File: src/rtl/lin_slave_resp_sequencer_if.sv
// LIN slave response sequencer bus bundle.
// Decoder request, RAM read port and UART TX handshake.
interface lin_slave_resp_sequencer_if #(
  parameter int ADDR_W = 32,
  parameter int DATA_W = 32
);
  logic              start;
  logic [ADDR_W-1:0] base_addr;
  logic [3:0]        byte_cnt;
  logic [7:0]        pid;
  logic              abort;
  logic [ADDR_W-1:0] ram_addr;
  logic [DATA_W-1:0] ram_data;
  logic [7:0]        tx_data;
  logic              tx_valid;
  logic              tx_ready;
  logic              busy;
  logic              done;
  logic              err;

  modport master (
    output start, base_addr, byte_cnt, pid,
    output abort, ram_data, tx_ready,
    input  ram_addr, tx_data, tx_valid,
    input  busy, done, err
  );

  modport slave (
    input  start, base_addr, byte_cnt, pid,
    input  abort, ram_data, tx_ready,
    output ram_addr, tx_data, tx_valid,
    output busy, done, err
  );
endinterface

File: src/rtl/lin_slave_resp_sequencer.sv
// LIN slave response sequencer: RAM words -> UART bytes + checksum.
// LIN_ENHANCED_CHKSUM_EN: seed checksum with pid (enhanced).
module lin_slave_resp_sequencer #(
  parameter int ADDR_W = 32,
  parameter int DATA_W = 32
) (
  input logic clk,
  input logic reset,
  lin_slave_resp_sequencer_if.slave bus
);

  typedef enum logic [2:0] {
    IDLE,
    FETCH,
    SEND,
    CHK,
    DONE
  } state_t;

  state_t state;
  state_t state_nx;

  logic [3:0]        len;
  logic [2:0]        idx;
  logic [7:0]        sum;
  logic [DATA_W-1:0] word_buf;
  logic [ADDR_W-1:0] addr_q;
  logic              err_q;

  logic [7:0] init;
  logic [7:0] cur_byte;
  logic [8:0] s9;
  logic       tx_valid;
  logic       hs;
  logic       last;
  logic       go;
  logic       bad;
  logic       idle;

`ifdef LIN_ENHANCED_CHKSUM_EN
  assign init = bus.pid;
`else
  logic unused_pid;
  assign unused_pid = ^bus.pid;
  assign init = 8'h00;
`endif

  assign idle     = (state == IDLE);
  assign tx_valid = (state == SEND) || (state == CHK);
  assign hs       = tx_valid & bus.tx_ready;
  assign cur_byte = word_buf[{idx[1:0], 3'b000} +: 8];
  assign s9       = {1'b0, sum} + {1'b0, cur_byte};
  assign last     = ({1'b0, idx} + 4'd1) == len;
  assign go       = bus.start & ~bus.abort &
                    (bus.byte_cnt != 4'd0);
  assign bad      = bus.start & ~bus.abort &
                    (bus.byte_cnt == 4'd0);

  // State register
  always_ff @(posedge clk or negedge reset) begin
    if (!reset) state <= IDLE;
    else        state <= state_nx;
  end

  // Next-state: abort from anywhere returns to IDLE
  always_comb begin
    state_nx = state;
    unique case (state)
      IDLE:  if (go) state_nx = FETCH;
      FETCH: state_nx = SEND;
      SEND: begin
        if (hs) begin
          if (last)
            state_nx = CHK;
          else if (idx[1:0] == 2'd3)
            state_nx = FETCH;
          else
            state_nx = SEND;
        end
      end
      CHK:   if (hs) state_nx = DONE;
      DONE:  state_nx = IDLE;
      default: state_nx = IDLE;
    endcase
    if (bus.abort) state_nx = IDLE;
  end

  // Datapath: request latch, word fetch, byte/checksum advance
  always_ff @(posedge clk or negedge reset) begin
    if (!reset) begin
      len      <= 4'd0;
      idx      <= 3'd0;
      sum      <= 8'h00;
      word_buf <= '0;
      addr_q   <= '0;
      err_q    <= 1'b0;
    end else begin
      err_q <= idle & bad;
      if (idle && go) begin
        len    <= (bus.byte_cnt > 4'd8) ? 4'd8 : bus.byte_cnt;
        addr_q <= bus.base_addr;
        idx    <= 3'd0;
        sum    <= init;
      end
      if (state == FETCH && !bus.abort)
        word_buf <= bus.ram_data;
      if (state == SEND && hs && !bus.abort) begin
        sum <= s9[7:0] + {7'd0, s9[8]};
        idx <= idx + 3'd1;
        if (!last && idx[1:0] == 2'd3)
          addr_q <= addr_q + 1'b1;
      end
    end
  end

  // Outputs decoded from state
  always_comb begin
    bus.tx_data = 8'h00;
    if (state == SEND)     bus.tx_data = cur_byte;
    else if (state == CHK) bus.tx_data = ~sum;
  end

  assign bus.tx_valid = tx_valid;
  assign bus.ram_addr = addr_q;
  assign bus.busy     = ~idle;
  assign bus.done     = (state == DONE);
  assign bus.err      = err_q;

endmodule
File: src/flat_wrapper.sv
// flat-port wrapper written by rule: the top's interface ports become plain ports
module lin_slave_resp_sequencer_flat 
#(
  parameter int ADDR_W = 32,
  parameter int DATA_W = 32
)
  (clk, reset, bus_start, bus_base_addr, bus_byte_cnt, bus_pid, bus_abort, bus_ram_data, bus_tx_ready, bus_ram_addr, bus_tx_data, bus_tx_valid, bus_busy, bus_done, bus_err);
  lin_slave_resp_sequencer_if #(.ADDR_W(ADDR_W), .DATA_W(DATA_W)) bus_i ();
  input logic clk;
  input logic reset;
  input wire logic [$bits(bus_i.start)-1:0] bus_start;
  input wire logic [$bits(bus_i.base_addr)-1:0] bus_base_addr;
  input wire logic [$bits(bus_i.byte_cnt)-1:0] bus_byte_cnt;
  input wire logic [$bits(bus_i.pid)-1:0] bus_pid;
  input wire logic [$bits(bus_i.abort)-1:0] bus_abort;
  input wire logic [$bits(bus_i.ram_data)-1:0] bus_ram_data;
  input wire logic [$bits(bus_i.tx_ready)-1:0] bus_tx_ready;
  output wire logic [$bits(bus_i.ram_addr)-1:0] bus_ram_addr;
  output wire logic [$bits(bus_i.tx_data)-1:0] bus_tx_data;
  output wire logic [$bits(bus_i.tx_valid)-1:0] bus_tx_valid;
  output wire logic [$bits(bus_i.busy)-1:0] bus_busy;
  output wire logic [$bits(bus_i.done)-1:0] bus_done;
  output wire logic [$bits(bus_i.err)-1:0] bus_err;
  assign bus_i.start = bus_start;
  assign bus_i.base_addr = bus_base_addr;
  assign bus_i.byte_cnt = bus_byte_cnt;
  assign bus_i.pid = bus_pid;
  assign bus_i.abort = bus_abort;
  assign bus_i.ram_data = bus_ram_data;
  assign bus_i.tx_ready = bus_tx_ready;
  assign bus_ram_addr = bus_i.ram_addr;
  assign bus_tx_data = bus_i.tx_data;
  assign bus_tx_valid = bus_i.tx_valid;
  assign bus_busy = bus_i.busy;
  assign bus_done = bus_i.done;
  assign bus_err = bus_i.err;
  lin_slave_resp_sequencer #(.ADDR_W(ADDR_W), .DATA_W(DATA_W)) u_core (.clk(clk), .reset(reset), .bus(bus_i));
endmodule
File: config.mk
export PLATFORM = sky130hd
export DESIGN_NAME = lin_slave_resp_sequencer_flat
export DESIGN_NICKNAME = d
export VERILOG_FILES = /design/src/rtl/lin_slave_resp_sequencer_if.sv /design/src/rtl/lin_slave_resp_sequencer.sv /design/src/flat_wrapper.sv
export SDC_FILE = /design/constraint.sdc
export NUM_CORES = 1
export LEC_CHECK = 0
export ABC_CLOCK_PERIOD_IN_PS = 9400
export CORE_MARGIN = 2
export CORE_UTILIZATION = 54
export CTS_BUF_LIST = sky130_fd_sc_hd__clkbuf_4 sky130_fd_sc_hd__clkbuf_8
export DETAILED_ROUTE_END_ITERATION = 8
export PLACE_DENSITY = 0.88
export SLEW_MARGIN = 20
export SYNTH_ARGS = -nofsm -noshare
export SYNTH_HDL_FRONTEND = slang
export SYNTH_SLANG_ARGS = --single-unit
File: constraint.sdc
create_clock -name clk -period 9.4 [get_ports clk]
set_clock_uncertainty 0.15 [all_clocks]
set_input_delay 2.35 -clock clk [delete_from_list [all_inputs] [get_ports clk]]
set_output_delay 2.35 -clock clk [all_outputs]
set_load 0.1 [all_outputs]
==> qor.yml, run 1 <==
outcome:
  status: "complete, no violations"
sta:
  layout_setup_ws_ps: 3790
  min_period_over_period: 0.596
  finalHoldViolCount: 0
  hold_ws_ps: 361
clock_network:
  clock.latency.late_pin_ps: 360
  cts.clk_slew.worst_paths_ps: 80
  cts_made_buffers: 9
  clockBufferDepth: 2
  cts_setup_buffers: 0
  hold_buffers: 0
  cts_max_level: 3
yosys:
  synth.distinct_cells: 55
  ys_sh_aoi: 0.142
  adder_share: 0.0361
  fp_nets: 563
  top_logic_kind: "simple AND/OR/NAND/NOR gates"
  ys_sh_mux: 0.132
flow_run:
  cap_violations: 0
layout:
  diodes: 0
  mostFrequentLayoutCell: "clkdlybuf4s50_1"
  finalNonFillerCells: 689
  syn_to_final_growth_pct: 30.1
power_and_ir_drop:
  total_power_mw: 2.51
  peakVddDrop_uv: 194
global_route:
  grt-ovfl-total: 0
  grt_max_degree: 84
setup_path:
  path_buffers: 1
  slowest_delay_ps: 980
  cp_cell_sequence: "mux4_2 -> mux2i_1 -> nor2_1 -> clkdlybuf4s50_1"
  cp.required_ps: 6900
detailed_routing:
  post_drt_wl_per_cell_um: 17.5
die:
  dieArea_mm2: 0.00949
hold_path:
  hp-class: "flip-flop to flip-flop"
-- run 1: registers in the layout, indices dropped and copies added (netlist names) --
register,count
u_core.len,4
u_core.state,3
u_core.bus.ram_addr,32
u_core.bus.err,1
u_core.idx,3
u_core.sum,8
u_core.word_buf,32
-- run 1: power breakdown --
group,internal [mW],switching [mW],total [mW]
sequential,0.521,0.176,0.697
combinational,0.510,1.03,1.54
clock,0.133,0.141,0.274
total,1.16,1.35,2.51
-- run 1: worst reg2reg max path: stages (launching register included) --
cell,delay [ps]
dfrtp_1,830
mux4_2,650
ha_1,250
fa_1,430
and3_1,240
o21ai_0,330
a21oi_1,150
o21ai_0,180
nand2b_1,90
ha_1,240
ha_1,210
nand2_1,70
nor3_1,70
nand3_1,120
xnor2_1,140
o21ai_0,100
-- run 1: path summary, 6_finish.rpt --
kind | start | to | slack [ps] | cells after the start
min | u_core.word_buf[18] | u_core.word_buf[18] | 360 | 1
min reg2reg | u_core.word_buf[18] | u_core.word_buf[18] | 360 | 1
max reg2reg | u_core.idx[0] | u_core.sum[6] | 5020 | 15
min in group asynchronous | reset | u_core.sum[4] | 1870 | 1
max | u_core.idx[0] | bus_tx_data[0] | 3790 | 4
max in group asynchronous | reset | u_core.word_buf[15] | 6710 | 1
-- run 1: synth_stat cells (all sizes together), types with 3 or more instances --
library cell	instances	area, µm²
dfrtp	83	2080
nor2	59	229
nand2	34	128
mux2	32	360
nand3	32	185
o21ai	29	145
a21oi	25	125
a211oi	15	113
inv	15	56.3
nor3	15	109
buf	14	82.6
a311oi	12	105
ha	12	150
and3	9	56.3
clkbuf	9	33.8
mux2i	8	80.1
mux4	8	180
xnor2	6	52.6
a31oi	5	31.3
xor2	5	43.8
o32ai	4	35.0
a21o	3	22.5
nor3b	3	22.5
o21a	3	22.5
-- run 1: stage by stage --
stage,utilization,instance area [µm²]
finish,0.714,6140
global route,0.714,6140
CTS,0.714,6130
detailed placement,0.689,5920
global placement,0.689,5920
floorplan,-,4710
-- run 1: cell families after synthesis --
family / Yosys count
AND/OR/NAND/NOR: 171
multiplexers: 48
AND-OR/OR-AND: 104
XOR/XNOR: 12
buffers and inverters: 38
flip-flops: 83
adder cells (fa/ha/maj): 13
-- run 1: final cells by class --
| cell class | count | share of cell area |
|---|---|---|
| repair buffers | 119 | 0.193 |
| well taps | 108 | 0.0220 |
| flip-flops and latches | 83 | 0.338 |
| multi-input cells | 348 | 0.403 |
| inverters | 15 | 0.00918 |
| clock buffers | 10 | 0.0224 |
| clock inverters | 6 | 0.0116 |
-- run 1: layer usage --
layer | vias to the layer above | share of wire | wire length, µm | track usage
met5 | - | 0 | 0 | 0
met4 | 0 | 0.016 | 190 | 0.0823
met3 | 23 | 0.060 | 720 | 0.0511
met2 | 155 | 0.50 | 6070 | 0.439
met1 | 2046 | 0.42 | 5080 | 0.356
li1 | 1936 | - | - | -
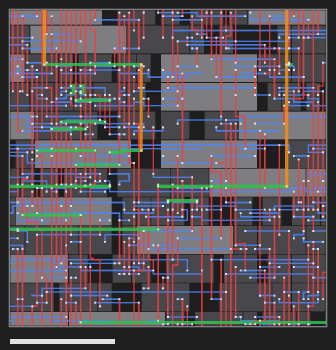
Run 1: a small window of the routed layout
The bar under the picture is 10 µm long. Window x 34 to 64, y 34 to 64 µm. Cells in gray, sequential cells in the stronger gray; small squares are vias.
red -> M2
green -> M3
orange -> M4
blue -> M1
cells with their middle in the window = 88
most frequent = dfrtp_1 (14), nand3_1 (9), nand2_1 (9)
netlist names of flops here include = `u_core.sum` (4), `u_core.bus.ram_addr` (3), `u_core.idx` (3)
sequential cells in the window = 14

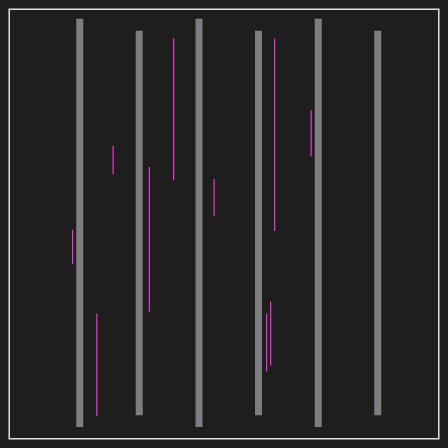
Run 1: the metal 4 layer
Supply wires on this layer in gray.
nets with wire on the layer = 8
main direction = vertical
longest straight run = 43.5 µm

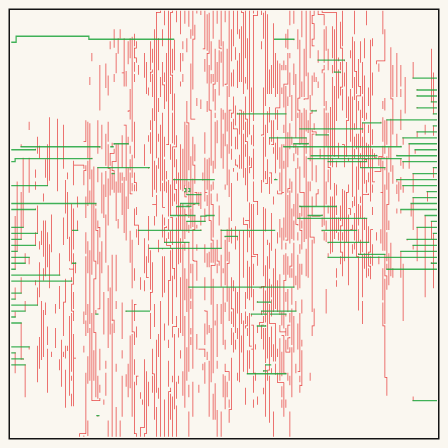
Run 1: wiring by layer
Two of the layers only.
green -> M3  # wire length 720 µm
red -> M2  # wire length 6070 µm

==> run 1 -> run 2 <==
--- a/config.mk
+++ b/config.mk
@@ -5,12 +5,12 @@
 export SDC_FILE = /design/constraint.sdc
 export NUM_CORES = 1
 export LEC_CHECK = 0
-export ABC_CLOCK_PERIOD_IN_PS = 9400
+export ABC_CLOCK_PERIOD_IN_PS = 5250
 export CORE_MARGIN = 2
-export CORE_UTILIZATION = 54
+export CORE_UTILIZATION = 51
 export CTS_BUF_LIST = sky130_fd_sc_hd__clkbuf_4 sky130_fd_sc_hd__clkbuf_8
 export DETAILED_ROUTE_END_ITERATION = 8
-export PLACE_DENSITY = 0.88
+export PLACE_DENSITY = 0.83
 export SLEW_MARGIN = 20
 export SYNTH_ARGS = -nofsm -noshare
 export SYNTH_HDL_FRONTEND = slang
==> constraint.sdc (replaced) <==
create_clock -name clk -period 5.25 [get_ports clk]
set_clock_uncertainty 0.15 [all_clocks]
set_input_delay 1.3125 -clock clk [delete_from_list [all_inputs] [get_ports clk]]
set_output_delay 1.3125 -clock clk [all_outputs]
set_load 0.1 [all_outputs]
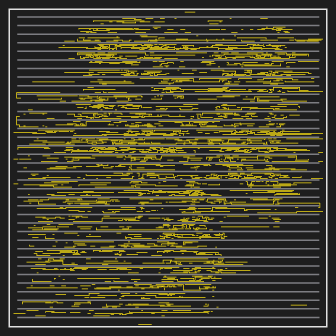
Run 2: the metal 1 layer
Supply wires on this layer in gray.
share of all routed wire = 42%
longest straight run = 33.1 µm

==> qor.yml, run 2 <==
outcome:
  status: "complete, no violations"
clock_network:
  clock.latency.late_pin_ps: 360  # about the same
  cts_tree: "done"
  clockBufferDepth: 2  # unchanged
  cts_setup_buffers: 0  # unchanged
  cts_max_level: 3  # unchanged
  hold_buffers: 0  # unchanged
  clkSinkCount: 83
  cts_made_buffers: 9  # unchanged
  cts.clk_slew.worst_paths_ps: 90  # about the same
global_route:
  grt_first_pass_wirelength_mm: 19.7
  grt-ovfl-total: 0  # unchanged
  grt_max_degree: 84  # unchanged
setup_path:
  ff2ff_setup_slack_ps: 1050  # -3970 ps
  critPathLaunch: "u_core.idx[0]"
  reg2reg_depth: 16  # +1
  cp_cell_sequence: "buf_4 -> mux4_2 -> mux2i_1 -> nor2_1 -> clkdlybuf4s50_1"
  slowest_delay_ps: 980  # about the same
  worstReg2RegEnd: "u_core.sum[6]"
  cp_slowest_cell: "clkdlybuf4s50_1"
  critPathLaunchType: "flip-flop"
  regToRegStartpoint: "u_core.idx[0]"
  crit_end: "bus_tx_data[0]"
  cp.required_ps: 3790  # -3110 ps
layout:
  mostFrequentLayoutCell: "clkdlybuf4s50_1"
  final_cell_mix: "clkdlybuf4s50_1 (115), dfrtp_1 (83), nor2_1 (58)"
  diodes: 0  # unchanged
  syn_to_final_growth_pct: 30.2  # about the same
sta:
  min_period_over_period: 0.839
  finalHoldViolCount: 0  # unchanged
  layout_setup_ws_ps: 846  # -2950 ps
flow_run:
  cap_violations: 0  # unchanged
yosys:
  synth.distinct_cells: 55  # unchanged
  synth_warnings: 0
  synth_area_leader_cell: "dfrtp_1"
  ys_seq_share: 0.441
  top_area_frac: 0.441  # unchanged
  synthTopCellsByArea: "dfrtp_1 (44%), mux2_2 (7.6%), nor2_1 (4.6%), mux4_2 (3.8%), ha_1 (3.2%)"
  yosysMostFrequentCell: "dfrtp_1"
  common_cells: "dfrtp_1 (83), nor2_1 (58), nand2_1 (34), mux2_2 (32), o21ai_0 (29)"
  fp_nets: 563  # unchanged
die:
  dieArea_mm2: 0.0100  # +5.6%
  boundaryPins: 125
hold_path:
  hp-class: "flip-flop to flip-flop"
power_and_ir_drop:
  peakVddDrop_uv: 330  # +70%
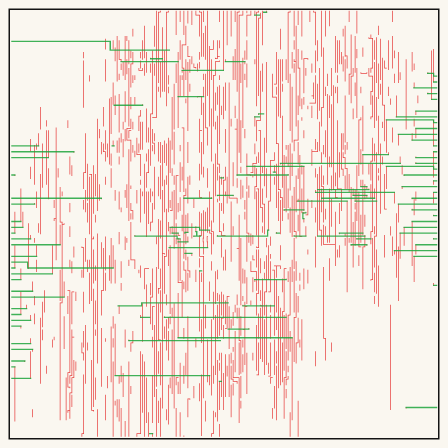
Run 2: wiring by layer
Two of the layers only.
green -> M3  # wire length 791 µm
red -> M2  # wire length 5810 µm
Routed WL per cell: 17.2 µm
final WL: 11.9 mm
vias: 4134
GRT Total Usage: 0.247

-- run 2: cell count changes in the layout (fill, tap and decap cells not counted) --
cell / change
buf_4: +2
clkinv_4: +2
clkinvlp_4: -2
bufinv_16: -1
inv_8: +1
-- run 2: how the worst min path moves through the flow --
stage | startpoint | end | slack (ps) | cells after the start
4_1_cts | u_core.bus.ram_addr[31] | u_core.bus.ram_addr[31] | 360 | 1
2_1_floorplan | u_core.len[2] | u_core.len[2] | 320 | 2
6_report | u_core.word_buf[29] | u_core.word_buf[29] | 360 | 1
3_5_place_dp | u_core.word_buf[29] | u_core.word_buf[29] | 340 | 1
5_1_grt | u_core.word_buf[29] | u_core.word_buf[29] | 380 | 1
3_3_place_gp | u_core.bus.ram_addr[31] | u_core.bus.ram_addr[31] | 330 | 1
-- run 2: kinds of logic (layout without fill, tap and decap cells) --
group	Yosys count	count (layout)	synth area share
muxes	48	48	0.132
buffers and inverters	38	152	0.0366
AOI/OAI and AO/OA	104	104	0.142
xor gates and xnor gates	12	12	0.0252
and+or+nand+nor	171	171	0.188
DFF	83	83	0.441
adders and majority gates	13	13	0.0361
-- run 2: metal layers --
layer,global-route usage,routed length (µm)
met5,0,0
met4,0.0896,266
met3,0.0376,791
met2,0.402,5810
met1,0.338,5050
-- run 2: cell type report --
| class | count | area, µm² |
|---|---|---|
| Timing Repair Buffer | 121 | 1200 |
| Clock buffer | 10 | 138 |
| Fill cell | 682 | 2970 |
| Clock inverter | 6 | 55.1 |
| Multi-Input combinational cell | 348 | 2470 |
| Inverter | 15 | 56.3 |
| Sequential cell | 83 | 2080 |
| Tap cell | 111 | 139 |
-- run 2: worst max-delay path, delay by kind of cell (launching register included) --
family,cells,cell delay [ps]
simple gates,1,70
mux,2,800
buf+inv,2,1260
flops,1,470
-- run 2: through the flow --
step	power, mW	hold WS [ps]	utilization	cells	instance area [µm²]
after floorplan	3.34	319	-	469	4710
after global placement	3.91	330	0.652	678	5940
after detailed placement	4.01	342	0.652	678	5940
after CTS	4.47	361	0.673	694	6130
after global routing	4.72	382	0.674	694	6140
final	4.46	359	0.674	694	6140
-- run 2: power by group --
| part | internal (mW) | total (mW) | leakage (nW) | switching, mW |
|---|---|---|---|---|
| sequential | 0.933 | 1.22 | 0.988 | 0.291 |
| clock | 0.195 | 0.458 | 0.0998 | 0.262 |
| combinational | 0.920 | 2.78 | 1.45 | 1.86 |
No activity file was given, so power comes from the tool's default toggle rates.
